## config.mk

```make
export PLATFORM = sky130hd
export DESIGN_NAME = param_fifo
export DESIGN_NICKNAME = d
export VERILOG_FILES = /design/src/rtl/param_fifo.sv
export SDC_FILE = /design/constraint.sdc
export NUM_CORES = 1
export LEC_CHECK = 0
export CORE_MARGIN = 8
export CORE_UTILIZATION = 51
export DETAILED_ROUTE_END_ITERATION = 16
export PLACE_DENSITY = 0.76
export SLEW_MARGIN = 20
export SYNTH_ARGS = -nofsm -noshare
export SYNTH_HDL_FRONTEND = slang
export SYNTH_SLANG_ARGS = --single-unit
```

## constraint.sdc

```tcl
create_clock -name clk -period 2.3 [get_ports clk]
set_input_delay 0.345 -clock clk [delete_from_list [all_inputs] [get_ports clk]]
set_output_delay 0.345 -clock clk [all_outputs]
set_load 0.01 [all_outputs]
```

## src/rtl/param_fifo.sv

```systemverilog
// Parametrised single-clock FIFO for the PCIe transmit lane buffers.
// Registered-read or first-word-fall-through output, live thresholds, sticky error flags.
module param_fifo #(
  parameter int data_width    = 6,
  parameter int address_width = 2,
  parameter int FWFT          = 0
) (
  input  logic                     clk,
  input  logic                     reset_L,
  input  logic                     init,
  input  logic                     wr_enable,
  input  logic [data_width-1:0]    data_in,
  input  logic                     rd_enable,
  input  logic [address_width:0]   umbral_af,
  input  logic [address_width:0]   umbral_ae,
  input  logic                     err_clr,
  output logic [data_width-1:0]    data_out,
  output logic                     valid_out,
  output logic [address_width:0]   count,
  output logic                     full_fifo,
  output logic                     empty_fifo,
  output logic                     almost_full,
  output logic                     almost_empty,
  output logic                     overflow,
  output logic                     underflow,
  output logic                     error
);

  localparam int DEPTH = 2 ** address_width;
  localparam logic [address_width:0]   DEPTH_C = (address_width + 1)'(DEPTH);
  localparam logic [address_width+1:0] DEPTH_W = (address_width + 2)'(DEPTH);

  logic [data_width-1:0]    mem_q [DEPTH];
  logic [address_width-1:0] wr_ptr_q, wr_ptr_d;
  logic [address_width-1:0] rd_ptr_q, rd_ptr_d;
  logic [address_width:0]   count_q, count_d;
  logic                     overflow_q, overflow_d;
  logic                     underflow_q, underflow_d;
  logic                     rd_acc, wr_acc;

  assign count      = count_q;
  assign full_fifo  = (count_q == DEPTH_C);
  assign empty_fifo = (count_q == '0);

  // Sum form avoids the wrap of DEPTH-umbral_af when the threshold exceeds the depth.
  assign almost_full  = ({1'b0, count_q} + {1'b0, umbral_af} >= DEPTH_W) && !full_fifo;
  assign almost_empty = (count_q <= umbral_ae) && !empty_fifo;

  assign overflow  = overflow_q;
  assign underflow = underflow_q;
  assign error     = overflow_q | underflow_q;

  // NOTE: every always_comb output gets a default first so no latch is inferred.
  always_comb begin
    rd_acc      = init && rd_enable && !empty_fifo;
    wr_acc      = init && wr_enable && (!full_fifo || rd_acc);
    wr_ptr_d    = wr_ptr_q;
    rd_ptr_d    = rd_ptr_q;
    count_d     = count_q;
    overflow_d  = overflow_q;
    underflow_d = underflow_q;

    if (wr_acc) wr_ptr_d = wr_ptr_q + address_width'(1);
    if (rd_acc) rd_ptr_d = rd_ptr_q + address_width'(1);

    case ({wr_acc, rd_acc})
      2'b10:   count_d = count_q + (address_width + 1)'(1);
      2'b01:   count_d = count_q - (address_width + 1)'(1);
      default: count_d = count_q;
    endcase

    if (err_clr) begin
      overflow_d  = 1'b0;
      underflow_d = 1'b0;
    end
    if (wr_enable && !wr_acc) overflow_d  = 1'b1;
    if (rd_enable && empty_fifo) underflow_d = 1'b1;
  end

  // NOTE: sequential state uses non-blocking assignments only, so every flop samples pre-edge values.
  always_ff @(posedge clk or negedge reset_L) begin
    if (!reset_L) begin
      wr_ptr_q    <= '0;
      rd_ptr_q    <= '0;
      count_q     <= '0;
      overflow_q  <= 1'b0;
      underflow_q <= 1'b0;
    end else if (!init) begin
      wr_ptr_q    <= '0;
      rd_ptr_q    <= '0;
      count_q     <= '0;
      overflow_q  <= 1'b0;
      underflow_q <= 1'b0;
    end else begin
      wr_ptr_q    <= wr_ptr_d;
      rd_ptr_q    <= rd_ptr_d;
      count_q     <= count_d;
      overflow_q  <= overflow_d;
      underflow_q <= underflow_d;
    end
  end

  // NOTE: storage has no reset; the pointers alone define which entries are live.
  always_ff @(posedge clk) begin
    if (wr_acc) mem_q[wr_ptr_q] <= data_in;
  end

  generate
    if (FWFT != 0) begin : g_fwft
      assign data_out  = mem_q[rd_ptr_q];
      assign valid_out = !empty_fifo;
    end else begin : g_reg
      logic [data_width-1:0] data_out_q;
      logic                  valid_out_q;

      // A same-address write in this cycle lands after the read, so the old word is returned.
      always_ff @(posedge clk or negedge reset_L) begin
        if (!reset_L) begin
          data_out_q  <= '0;
          valid_out_q <= 1'b0;
        end else if (!init) begin
          data_out_q  <= '0;
          valid_out_q <= 1'b0;
        end else begin
          valid_out_q <= rd_acc;
          if (rd_acc) data_out_q <= mem_q[rd_ptr_q];
        end
      end

      assign data_out  = data_out_q;
      assign valid_out = valid_out_q;
    end
  endgenerate

endmodule

```

==> flow_summary_export.csv, run 1 <==
group,metric,value,unit
power,power.switching,386,uW
sta,clock.fmax,0.473,GHz
sta,finalHoldViolations,0,
status,status,"finished clean",
drt,drc,0,
clock_tree,post_cts_buffers,0,
setup_path,reg2reg_setup_slack,0.34,ns
setup_path,crit_fanout,2,
setup_path,slowest_stage,"clkdlybuf4s50_1",
setup_path,setup.worst_path.end_class,"output pin",
drt,dr.first_iter.drc_count,126,
clock_tree,cts_root_buffer,"clkbuf_8",
sta,fin_ws,0.185,ns
drt,ant_nets,0,
setup_path,crit_type,"in2out",
synth,ys.flops,40,
power,power-top-group,"sequential cells",
synth,mux_area_share,8.75,%
placed_design,dp.cells,228,
synth,top_cell_area_share,38.2,%
cells_and_area,comb_area,712,sq um
placed_design,port_buffers,34,
synth,synth_cell_types,34,
synth,adder_share,7.03,%
synth,avgSynthCellArea,12.8,sq um
cells_and_area,layout_top_cell,"clkdlybuf4s50_1",
global_routing,grt_max_degree,18,
==> run 1: metrics by stage <==
step           instance area (sq um)  power (uW)
6_report                        2420        1630
5_1_grt                         2420        1700
4_1_cts                         2420        1640
3_5_place_dp                    2300        1100
3_3_place_gp                    2300        1080
2_1_floorplan                   1890         963
==> run 1: routing by layer <==
layer / up-vias / routed length [um] / part of all wire, % / track usage, %
met4: 0 / 12 / 0.31 / 2.31
met2: 45 / 1950 / 51 / 23.3
met1: 610 / 1600 / 42 / 17.1
li1: 602 / - / - / -
met3: 2 / 260 / 6.8 / 4.90
met5: - / 0 / 0 / 0
==> run 1: cells in the mapped netlist, drive strengths merged, types with 2 or more instances <==
cell type and instances:
inv 7, nand2 19, nand3 3, and2 4, nor2b 6, dfrtp 16, nor3 4, mux2i 3
ha 9, mux4 6, nand2b 3, o21ai 10, nor2 4, a21oi 6, clkbuf 5, buf 2
a31oi 2, edfxtp 24, xnor2 2
==> run 1: worst max path at each step <==
stage / from / endpoint / cells after the start
after global placement: umbral_ae[1] / almost_empty / 8
after detailed placement: umbral_ae[1] / almost_empty / 8
after global routing: umbral_ae[1] / almost_empty / 8
after CTS: count[2] / full_fifo / 3
after floorplan: count[2] / count[2] / 7
final: umbral_ae[1] / almost_empty / 8
==> run 1: cell type report <==
| cell class | count | share of cell area, % |
|---|---|---|
| sequential | 40 | 46.4 |
| multi-input combinational | 93 | 29.4 |
| timing repair buffer | 40 | 15.9 |
| clock buffer | 7 | 4.44 |
| tap | 48 | 2.48 |
| inverter | 7 | 1.08 |
| clock inverter | 1 | 0.361 |
==> run 1: state kept, by name, summed over array words and instances, names as in the netlist <==
register   count
count          3
underflow      1
wr_ptr_q       2
mem_q         24
rd_ptr_q       2
valid_out      1
data_out       6
overflow       1
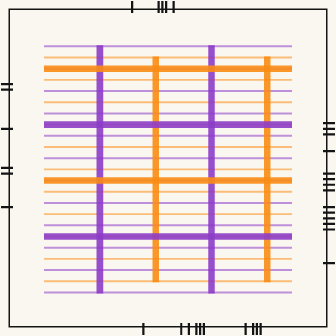
*PDN straps and rails, run 1*
Pins as bars on the die edge.
Purple shows VSS. Orange shows VDD.
4 straps on met4. The core has 22 rows. 23 met1 rails follow the rows. 4 straps on met5.
die x size: 76.8 um
VDD IR-drop max: 0.539 mV

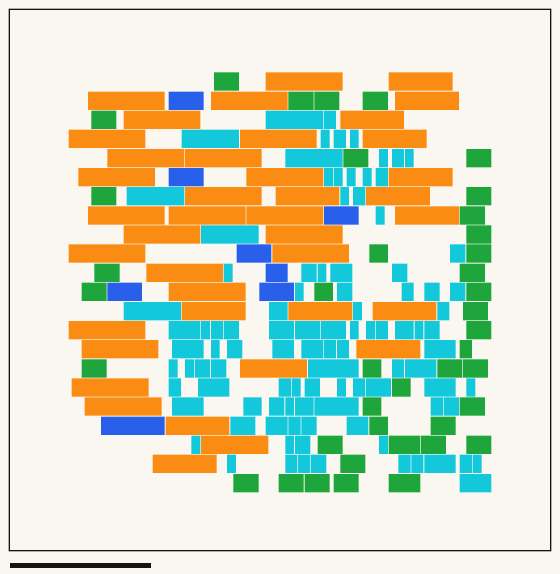
*Placement by cell class, run 1*
Scale bar: 20 um.
Orange shows flip-flops, cells 40. Cyan shows all other logic, cells 100. Green shows other buffers and delay cells, cells 40. Blue shows clock drivers and dummy loads, cells 8.
final core utilization: 67.2%
cell area after layout: 0.00242 sq mm

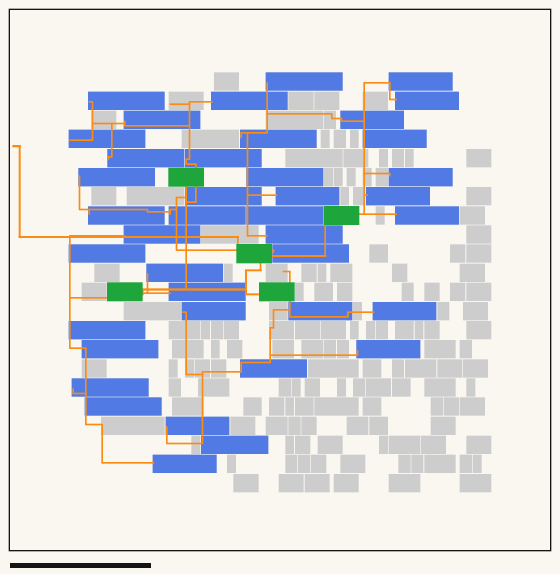
*Routed clock nets over the placement, run 1*
Scale bar: 20 um.
Orange shows clock wires, length 447 um. Green shows cells driving clock nets, count 5. Blue shows flip-flops, count 40.
There are 6 routed clock nets.
Clk network pwr share: 34.1%
Clock Power: 555 uW
Post-Route Skew: 0.00699 ns

--- run 2 (diff from run 1) ---
- SKIP_CTS_REPAIR_TIMING: default -> 1
==> flow_summary_export.csv, run 2 <==
group,metric,value,unit
drt,m1WireLength,1.60,mm
setup_path,setup.worst_path.end_class,"output pin",
synth,avgSynthCellArea,12.8,sq um
setup_path,reg2reg_setup_slack,0.34,ns
drt,met3_length,260,um
global_routing,grt_busiest_layer,"met2",
cells_and_area,final_util,67.2,%
sta,fin_skew,0.00699,ns
status,status,"finished clean",
die,die_w,76.8,um
power,ir_worst_vdd,0.539,mV
setup_path,crit_type,"in2out",
drt,topRoutingLayerUsed,"met4",
global_routing,grt_use_met1,17.1,%
placed_design,pre_cts_ws,-0.228,ns
cells_and_area,fin_area,0.00242,sq mm
setup_path,critical_path_buf_inv_count,3,
drt,dr.first_iter.drc_count,126,
sta,fin_ws,0.185,ns
synth,yosysWarnings,0,
synth,synth-main-ff-cell,"edfxtp_1",
synth,top_cell_area_share,38.2,%
placed_design,placed_cell_area,0.00230,sq mm
placed_design,port_buffers,34,
synth,ys.flops,40,
cells_and_area,largest_register_ffs,24,
power,power.switching,386,uW
synth,area_leaders,"edfxtp_1, dfrtp_1, mux4_2",
synth,top_cells_by_count,"edfxtp_1, nand2_1, dfrtp_1, ha_1, o21ai_0",
global_routing,met2_usage,23.3,%
clock_tree,cts_root_buffer,"clkbuf_8",
cells_and_area,layout_top_cell,"clkdlybuf4s50_1",
synth,synth_cell_types,34,
power,powerDensity,672,mW/mm^2
global_routing,met3_usage,4.90,%
sta,whs,0.493,ns
global_routing,grt_pass1_vias,1382,
drt,drc,0,
drt,dr.pass1.iters,4,
synth,synth.most_common_cell,"edfxtp_1",
cells_and_area,largest-register,"mem_q",
placed_design,dp.cells,228,
setup_path,slowest_stage,"clkdlybuf4s50_1",
global_routing,grt_max_degree,18,
power,combPwrFrac,15.0,%
drt,wl_met2,1.95,mm
power,p_clk_share,34.1,%
==> run 2: cell counts in the layout (fill, tap and decap cells not counted) <==
No cell type changed its count.
==> run 2: worst register-to-register path, cell delays in order, from the launching register on <==
cell and delay (ns):
dfrtp_2 0.49, nor3_2 0.22, nor3_1 0.08, fa_1 0.45, nor3b_1 0.25, a21oi_1 0.07, a32oi_1 0.16, a21boi_0 0.11
==> run 2: cell type report <==
cell class	instances	area, sq um	share of cell area (%)
Clock buffer	7	108	4.44
Clock inverter	1	8.76	0.361
Multi-Input combinational cell	93	712	29.4
Tap cell	48	60.1	2.48
Timing Repair Buffer	40	385	15.9
Sequential cell	40	1120	46.4
Inverter	7	26.3	1.08
==> run 2: power groups by stage <==
stage | registers (uW) | logic (uW) | clock network (uW)
2_1_floorplan | 838 | 126 | 0
3_3_place_gp | 842 | 240 | 0
3_5_place_dp | 846 | 251 | 0
4_1_cts | 830 | 252 | 563
5_1_grt | 837 | 271 | 589
6_report | 829 | 244 | 555
==> run 2: cells by family (layout without fill, tap and decap cells) <==
logic type | Yosys count | after routing | synth area share, %
simple gates | 48 | 48 | 13.2
flops | 40 | 40 | 59.4
compound gates | 24 | 24 | 7.83
buf+inv | 14 | 55 | 2.85
fa+ha+maj | 10 | 10 | 7.03
mux | 9 | 9 | 8.75
xor+xnor | 2 | 2 | 0.929
==> run 2: path summary, 6_finish.rpt <==
kind | end | start | cells past startpoint
setup reg to reg | count[2] | count[2] | 7
hold / removal | wr_ptr_q[0] | reset_L | 1
min in group clk | data_out[5] | data_out[5] | 2
max in group asynchronous | count[0] | reset_L | 1
setup / recovery | almost_empty | umbral_ae[1] | 8
hold reg to reg | data_out[5] | data_out[5] | 2
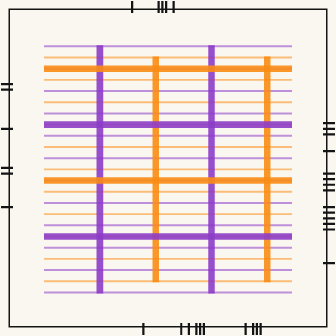
*PDN straps and rails, run 2*
Pins as bars on the die edge.
Orange shows VDD. Purple shows VSS.
4 straps on met4. 35 signal pins sit on the boundary.
Placeable Area: 0.00361 sq mm
Die Y: 76.8 um

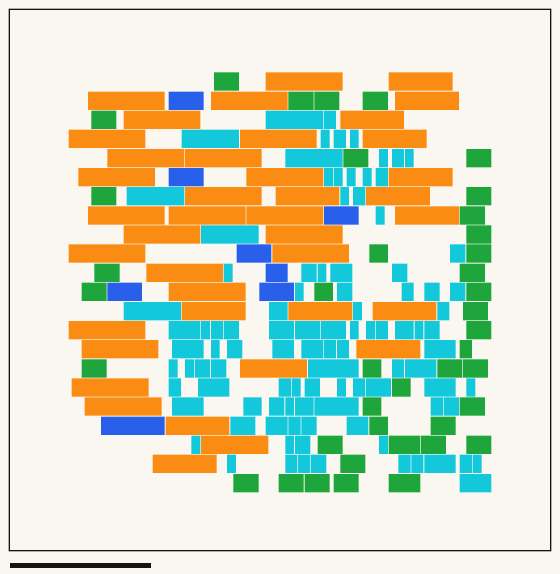
*Placement by cell class, run 2*
Scale bar: 20 um.
Green shows other buffers and delay cells, cells 40. Cyan shows all other logic, cells 100. Orange shows flip-flops, cells 40. Blue shows clock drivers and dummy loads, cells 8.
sequential share of cell area: 46.4%
FP Rows: 22

Power and IR drop assume default switching activity.
